### Ports around the boundary

Drawn at 4 px/um. Pins as bars across the die edge, other pins in gray.
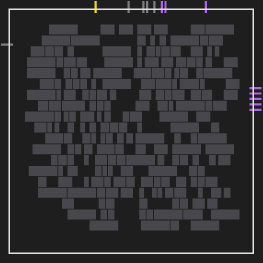
### Clock wires, drivers and flops

Drawn at 10 px/um.
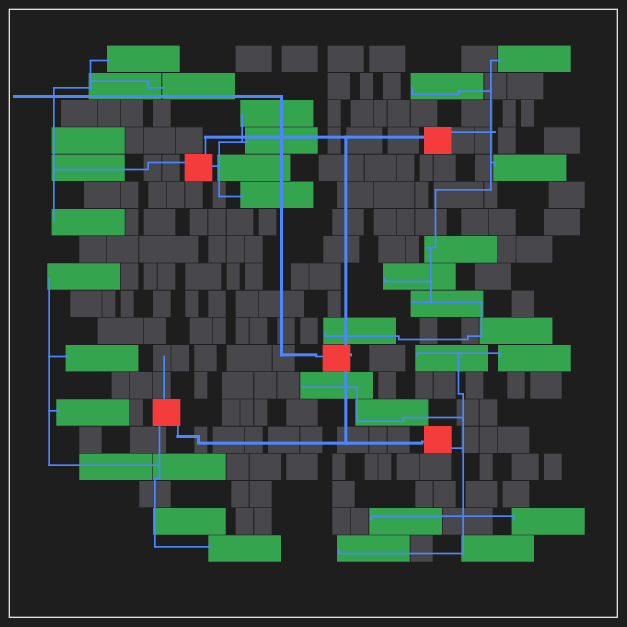
### The metal 2 layer

Drawn at 6 px/um. Cells faint in the background.
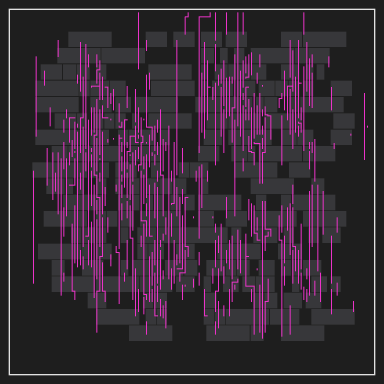
### Placement by cell class

Drawn at 6 px/um. Fill, decap, tap and diode cells in gray.
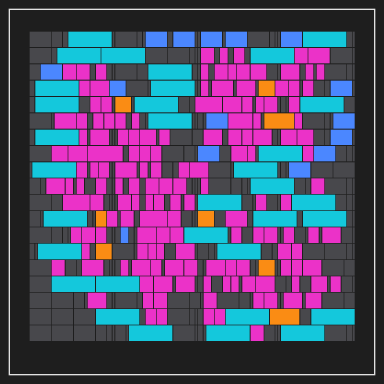
**src/rtl/key_debounce_if.sv**
```systemverilog
// Key debouncer interface: raw key level and glitch clear in; debounced level,
// busy flag and saturating glitch count out.
interface key_debounce_if;
  localparam int unsigned GCNT_W = 8;

  logic              data_in;
  logic              glitch_clr;
  logic              data_out;
  logic              busy;
  logic [GCNT_W-1:0] glitch_cnt;

  modport master (
    output data_in,
    output glitch_clr,
    input  data_out,
    input  busy,
    input  glitch_cnt
  );

  modport slave (
    input  data_in,
    input  glitch_clr,
    output data_out,
    output busy,
    output glitch_cnt
  );
endinterface

```
**src/rtl/key_debounce.sv**
```systemverilog
// Key/switch debouncer: two-flop synchronizer feeding a four-state qualifier
// that only accepts a new level after DEBOUNCE_CYC+1 consecutive stable samples.
module key_debounce #(
  parameter int unsigned CNT_W        = 20,
  parameter int unsigned DEBOUNCE_CYC = 1000000,
  parameter logic        RST_LEVEL    = 1'b0
) (
  input  logic           clk,
  input  logic           rst,
  key_debounce_if.slave  dbus
);

  localparam int unsigned GCNT_W = 8;
  localparam logic [CNT_W-1:0]  CNT_LAST  = CNT_W'(DEBOUNCE_CYC - 1);
  localparam logic [GCNT_W-1:0] GCNT_MAX  = {GCNT_W{1'b1}};

  typedef enum logic [1:0] {
    ST_LO   = 2'd0,
    WAIT_HI = 2'd1,
    ST_HI   = 2'd2,
    WAIT_LO = 2'd3
  } state_t;

  localparam state_t RST_STATE = RST_LEVEL ? ST_HI : ST_LO;

  logic              r_s1;
  logic              r_s2;
  state_t            r_state;
  logic [CNT_W-1:0]  r_cnt;
  logic              r_data_out;
  logic              r_busy;
  logic [GCNT_W-1:0] r_glitch_cnt;

  state_t            w_state_nxt;
  logic [CNT_W-1:0]  w_cnt_nxt;
  logic              w_glitch;

  // Synchronizer for the asynchronous key input
  always_ff @(posedge clk) begin
    if (rst) begin
      r_s1 <= RST_LEVEL;
      r_s2 <= RST_LEVEL;
    end else begin
      r_s1 <= dbus.data_in;
      r_s2 <= r_s1;
    end
  end

  // Next-state logic; a glitch is a return to the old level mid-qualification
  always_comb begin
    w_state_nxt = r_state;
    w_cnt_nxt   = r_cnt;
    w_glitch    = 1'b0;
    case (r_state)
      ST_LO: begin
        if (r_s2) begin
          w_state_nxt = WAIT_HI;
          w_cnt_nxt   = '0;
        end
      end
      WAIT_HI: begin
        if (!r_s2) begin
          w_state_nxt = ST_LO;
          w_glitch    = 1'b1;
        end else if (r_cnt == CNT_LAST) begin
          w_state_nxt = ST_HI;
        end else begin
          w_cnt_nxt = r_cnt + CNT_W'(1);
        end
      end
      ST_HI: begin
        if (!r_s2) begin
          w_state_nxt = WAIT_LO;
          w_cnt_nxt   = '0;
        end
      end
      WAIT_LO: begin
        if (r_s2) begin
          w_state_nxt = ST_HI;
          w_glitch    = 1'b1;
        end else if (r_cnt == CNT_LAST) begin
          w_state_nxt = ST_LO;
        end else begin
          w_cnt_nxt = r_cnt + CNT_W'(1);
        end
      end
      default: w_state_nxt = RST_STATE;
    endcase
  end

  // State register; data_out and busy are registered alongside the state
  always_ff @(posedge clk) begin
    if (rst) begin
      r_state    <= RST_STATE;
      r_cnt      <= '0;
      r_data_out <= RST_LEVEL;
      r_busy     <= 1'b0;
    end else begin
      r_state    <= w_state_nxt;
      r_cnt      <= w_cnt_nxt;
      r_data_out <= (w_state_nxt == ST_HI) || (w_state_nxt == WAIT_LO);
      r_busy     <= (w_state_nxt == WAIT_HI) || (w_state_nxt == WAIT_LO);
    end
  end

  // Saturating glitch counter; clear wins over a coincident glitch
  always_ff @(posedge clk) begin
    if (rst) begin
      r_glitch_cnt <= '0;
    end else if (dbus.glitch_clr) begin
      r_glitch_cnt <= '0;
    end else if (w_glitch && (r_glitch_cnt != GCNT_MAX)) begin
      r_glitch_cnt <= r_glitch_cnt + GCNT_W'(1);
    end
  end

  assign dbus.data_out   = r_data_out;
  assign dbus.busy       = r_busy;
  assign dbus.glitch_cnt = r_glitch_cnt;

endmodule

```
**src/flat_wrapper.sv**
```systemverilog
// flat-port wrapper written by rule: the top's interface ports become plain ports
module key_debounce_flat 
#(
  parameter int unsigned CNT_W        = 20,
  parameter int unsigned DEBOUNCE_CYC = 1000000,
  parameter logic        RST_LEVEL    = 1'b0
)
  (clk, rst, dbus_data_in, dbus_glitch_clr, dbus_data_out, dbus_busy, dbus_glitch_cnt);
  key_debounce_if dbus_i ();
  input  logic clk;
  input  logic rst;
  input wire logic [$bits(dbus_i.data_in)-1:0] dbus_data_in;
  input wire logic [$bits(dbus_i.glitch_clr)-1:0] dbus_glitch_clr;
  output wire logic [$bits(dbus_i.data_out)-1:0] dbus_data_out;
  output wire logic [$bits(dbus_i.busy)-1:0] dbus_busy;
  output wire logic [$bits(dbus_i.glitch_cnt)-1:0] dbus_glitch_cnt;
  assign dbus_i.data_in = dbus_data_in;
  assign dbus_i.glitch_clr = dbus_glitch_clr;
  assign dbus_data_out = dbus_i.data_out;
  assign dbus_busy = dbus_i.busy;
  assign dbus_glitch_cnt = dbus_i.glitch_cnt;
  key_debounce #(.CNT_W(CNT_W), .DEBOUNCE_CYC(DEBOUNCE_CYC), .RST_LEVEL(RST_LEVEL)) u_core (.clk(clk), .rst(rst), .dbus(dbus_i));
endmodule
```
**config.mk**
```make
export PLATFORM = sky130hd
export DESIGN_NAME = key_debounce_flat
export DESIGN_NICKNAME = d
export VERILOG_FILES = /design/src/rtl/key_debounce_if.sv /design/src/rtl/key_debounce.sv /design/src/flat_wrapper.sv
export SDC_FILE = /design/constraint.sdc
export NUM_CORES = 1
export LEC_CHECK = 0
export CAP_MARGIN = 15
export CORE_MARGIN = 3
export CORE_UTILIZATION = 55
export DETAILED_ROUTE_END_ITERATION = 7
export HOLD_SLACK_MARGIN = 0.15
export MAX_ROUTING_LAYER = met4
export PLACE_DENSITY = 0.76
export RECOVER_POWER = 25
export SLEW_MARGIN = 20
export SYNTH_ARGS = -nofsm -noshare
export SYNTH_HDL_FRONTEND = slang
export SYNTH_SLANG_ARGS = --single-unit
```
**constraint.sdc**
```tcl
create_clock -name clk -period 3.05 [get_ports clk]
set_input_delay 0.305 -clock clk [delete_from_list [all_inputs] [get_ports clk]]
set_output_delay 0.305 -clock clk [all_outputs]
set_load 0.05 [all_outputs]
```
==> GITHUB_STEP_SUMMARY <==
## Synthesis and layout report

| Metric | Value |
|---|---|
| MaxCap Viol Count | `0` |
| Largest area contributor in the netlist | `dfxtp_1` |
| Async SR Flop Fraction | `0%` |
| Total track usage | `23.0%` |
| Critical path arrival | `1.86 ns` |
| XOR-XNOR Cells, Area Fraction | `3.12%` |
| Crit-path cells | `clkdlybuf4s50_1` |
| Pleak | `0.000600 uW` |
| Post-synth EDFFs | `0` |
| Reg2Reg Setup Slack | `1.12 ns` |
| WP buf/inv | `1` |
| Area of the multi-input gates | `907 um2` |
| Reg2Reg Depth | `5` |
| Pint | `575 uW` |
| Min setup slack post-route | `0.890 ns` |
| Post-Syn Instances | `194` |
| Worst-skew pair later-pin latency | `0.34 ns` |
| Tot Pwr | `743 uW` |
| HP Start | `u_core.r_s1` |
| Sequential Area | `661 um2` |
| Critical path's largest stage delay | `0.90 ns` |
| Yosys stat cell total | `194` |
| Routed WL | `3.62 mm` |
| Post-detail-place hpwl | `2.56 mm` |
| Share of cells above drive strength 1 | `6.25%` |
| Top Layout Cells | `dfxtp_1 (33), a21oi_1 (22), o21ai_0 (17)` |
| Post-detailed-route count of antenna-violating nets | `0` |
| Top cell excl fill/tap | `dfxtp_1` |
| Clk sinks | `33` |
| Clock power share | `37.6%` |
| Dominant cell area share | `40.2%` |
| Setup TNS Final | `0 ns` |
| Crit path max fanout | `14` |
| Floorplan Utilization | `58.6%` |
| Mapped Area | `1640 um2` |
| Crit path time final | `2.16 ns` |
| Power per standard cell area | `402 nW/um2` |
| Setup CP Type | `reg -> out` |
| Register clock-pin slew on the reported worst setup and hold paths | `0.09 ns` |
| Placement-stage worst setup slack | `1.12 ns` |
| Final nets | `213` |
| Worst Tran Pin Value | `0.657 ns` |
| Largest cells by area after synthesis | `dfxtp_1 (40%), a21oi_1 (6.7%), o21ai_0 (5.2%)` |
| Die ar. | `3680 um2` |
| Compound Share, Synth | `22.2%` |
| R2r endpoint | `u_core.r_cnt[6]` |
| Crit path max-delay family | `buffers and inverters` |
| Vias in the first global route | `1,399` |
| Post-synthesis share of cell area spent on full adders, half adders and majority gates | `1.52%` |
| Dpl cell area | `1780 um2` |
| Mux frac, synth | `1.22%` |
| Dpl cells | `231` |
| Yosys Chip Area | `1640 um2` |
| Pre-antenna DRT Iters | `4` |
| # IOs | `14` |
| Setup crit end kind | `output pin` |
| Final period util | `70.8%` |
| TritonCTS clock tree | `yes` |
| # diodes | `0` |
| NetSw | `167 uW` |
| Crit path DRT | `2.74 ns` |
| DRC violations left | `0` |
| Yosys warnings | `0` |
| Clock Path Buffers | `2` |
| Setup violations, final | `0` |
| Worst Hold Depth | `1` |
| Tool warning count | `26` |
| Final hold violations | `0` |
| WL/cell | `15.1 um` |
| Net Sw Frac | `22.5%` |
| Yosys cell types | `44` |
| Rel. slew slack | `55.7%` |
| Post-CTS Setup Inserts | `0` |
| Fill count | `251` |
| Largest net degree at the start of global routing | `17` |
| Synth Seq Share | `40.2%` |
| Min-Delay Path Class | `reg -> reg` |
| Post-synth regs | `33` |
| Final instance area | `1850 um2` |
| Peak supply drop | `0.000337 V` |
| First-pass GRT wire length | `6.09 mm` |
| Congestion Overflow GR | `0` |
| Reg2reg start | `u_core.r_cnt[0]` |
| Synth Flop Type | `dfxtp_1` |
| Initial antenna violation count | `0` |
| Syn Nets | `200` |
| CTS Hold Buffers Added | `0` |
| Synth-to-Final Area Change | `12.5%` |
| Pins Over Slew Limit | `0` |
| Main logic family after synthesis | `simple AND/OR/NAND/NOR gates` |
| Synth Area per Inst | `8.47 um2` |
| Placer congestion estimate | `0.879` |
| Slowest cell on crit path | `clkdlybuf4s50_1` |
| Post-CTS resize count | `0` |
| Root Buffer Master | `clkbuf_4` |
| FMAX | `0.463 GHz` |
| Hold Slack | `0.454 ns` |
| Worst Hold Endpoint | `u_core.r_s2` |
| Simple-Gate Fraction of Synth Area | `27.1%` |
| Status | `completed` |
| DR iter-0 viols | `104` |
| Post-Layout Cell Count | `239` |
| Vias/cell | `6.38` |
| TritonCTS Buffers | `5` |
| Count leader, synth | `dfxtp_1` |
| Top cells by count | `dfxtp_1 (33), a21oi_1 (22), o21ai_0 (17)` |
| Critical Path Start Type | `register` |
| Unrepaired setup endpoints after global routing | `false` |
| Part of the power in registers | `58.6%` |
| Htree depth | `2` |
| Comb pwr share | `3.8%` |
Back to the opening pictures, 'Ports around the boundary':
[dbus_glitch_cnt] purple | pins: 8 | direction: output | edge: 5 right, 3 top
[dbus_data_in] yellow | pins: 1 | direction: input | edge: top
all pins by edge: 8 top, 5 right, 1 left
die y size: 60.7 um
die width: 60.7 um
Buffers on Ports: 13

Back to the opening pictures, 'Clock wires, drivers and flops':
[clock wires] blue | length: 422 um
[flip-flops] green | count: 33
[clock drivers] red | count: 5
routed clock nets: 6
flops lie: all over the die
Clock group: 280 uW
post-route clock skew: 0.0128 ns

Back to the opening pictures, 'The metal 2 layer':
nets with wire on the layer: 177
wire length on this layer: 1,740 um
main direction: vertical
longest straight run: 25.5 um
share of all routed wire: 48%
met2 usage: 36.9%
vias: 1,524

Back to the opening pictures, 'Placement by cell class':
[other buffers and delay cells] blue | cells: 15 | share of their area: 7.8%
[combinational and other logic] magenta | cells: 152 | share of their area: 52%
[clock drivers and dummy loads] orange | cells: 8 | share of their area: 3.9%
[flops] cyan | cells: 33 | share of their area: 37%
core area: 2810 um2
# rows: 19
flop share of the area: 35.7%
final core utilization: 65.9%

## layout make-up
cell class	instances	area share (%)
inverter	8	1.62
sequential	33	35.7
timing repair buffer	15	7.65
tap	31	2.10
clock inverter	1	0.271
multi-input combinational	144	49.1
clock buffer	7	3.52
## worst max-delay path by stage
stage / cells after the start / end / slack [ns] / from
3_3_place_gp: 3 / u_core.dbus.glitch_cnt[7] / 1.19 / rst
6_report: 1 / dbus_busy / 0.89 / u_core.dbus.busy
3_5_place_dp: 3 / u_core.dbus.glitch_cnt[7] / 1.12 / rst
2_1_floorplan: 5 / u_core.dbus.glitch_cnt[1] / 1.21 / u_core.dbus.glitch_cnt[0]
4_1_cts: 1 / dbus_busy / 0.86 / u_core.dbus.busy
5_1_grt: 1 / dbus_busy / 0.81 / u_core.dbus.busy
## cells by family (layout without fill, tap and decap cells)
| logic type | after synthesis | after routing |
|---|---|---|
| AOI/OAI and AO/OA | 59 | 59 |
| muxes | 2 | 2 |
| adders and majority gates | 2 | 2 |
| xor gates and xnor gates | 5 | 5 |
| buffers and inverters | 17 | 31 |
| DFF | 33 | 33 |
| and+or+nand+nor | 76 | 76 |
## routing by layer
metal / track usage [%] / vias up / part of all wire [%]
met2: 36.9 / 45 / 48
met4: 9.29 / 0 / 2.1
met3: 7.87 / 9 / 4.5
met5: - / - / 0
met1: 26.1 / 706 / 45
li1: - / 764 / -
## power by group through the flow
stage	sequential, uW	combinational (uW)	clock [uW]
floorplan	446	17.2	0
global placement	445	28.5	0
detailed placement	445	29.0	0
CTS	435	29.2	286
global route	436	31.2	310
finish	435	28.1	280
## flip-flops by register name, summed over array words and instances (netlist names)
register and count:
u_core.r_s1 1, u_core.r_s2 1, u_core.dbus.glitch_cnt 8, u_core.r_cnt 20
u_core.dbus.data_out 1, u_core.r_state 1, u_core.dbus.busy 1
Power is estimated from default activity; no workload was simulated.
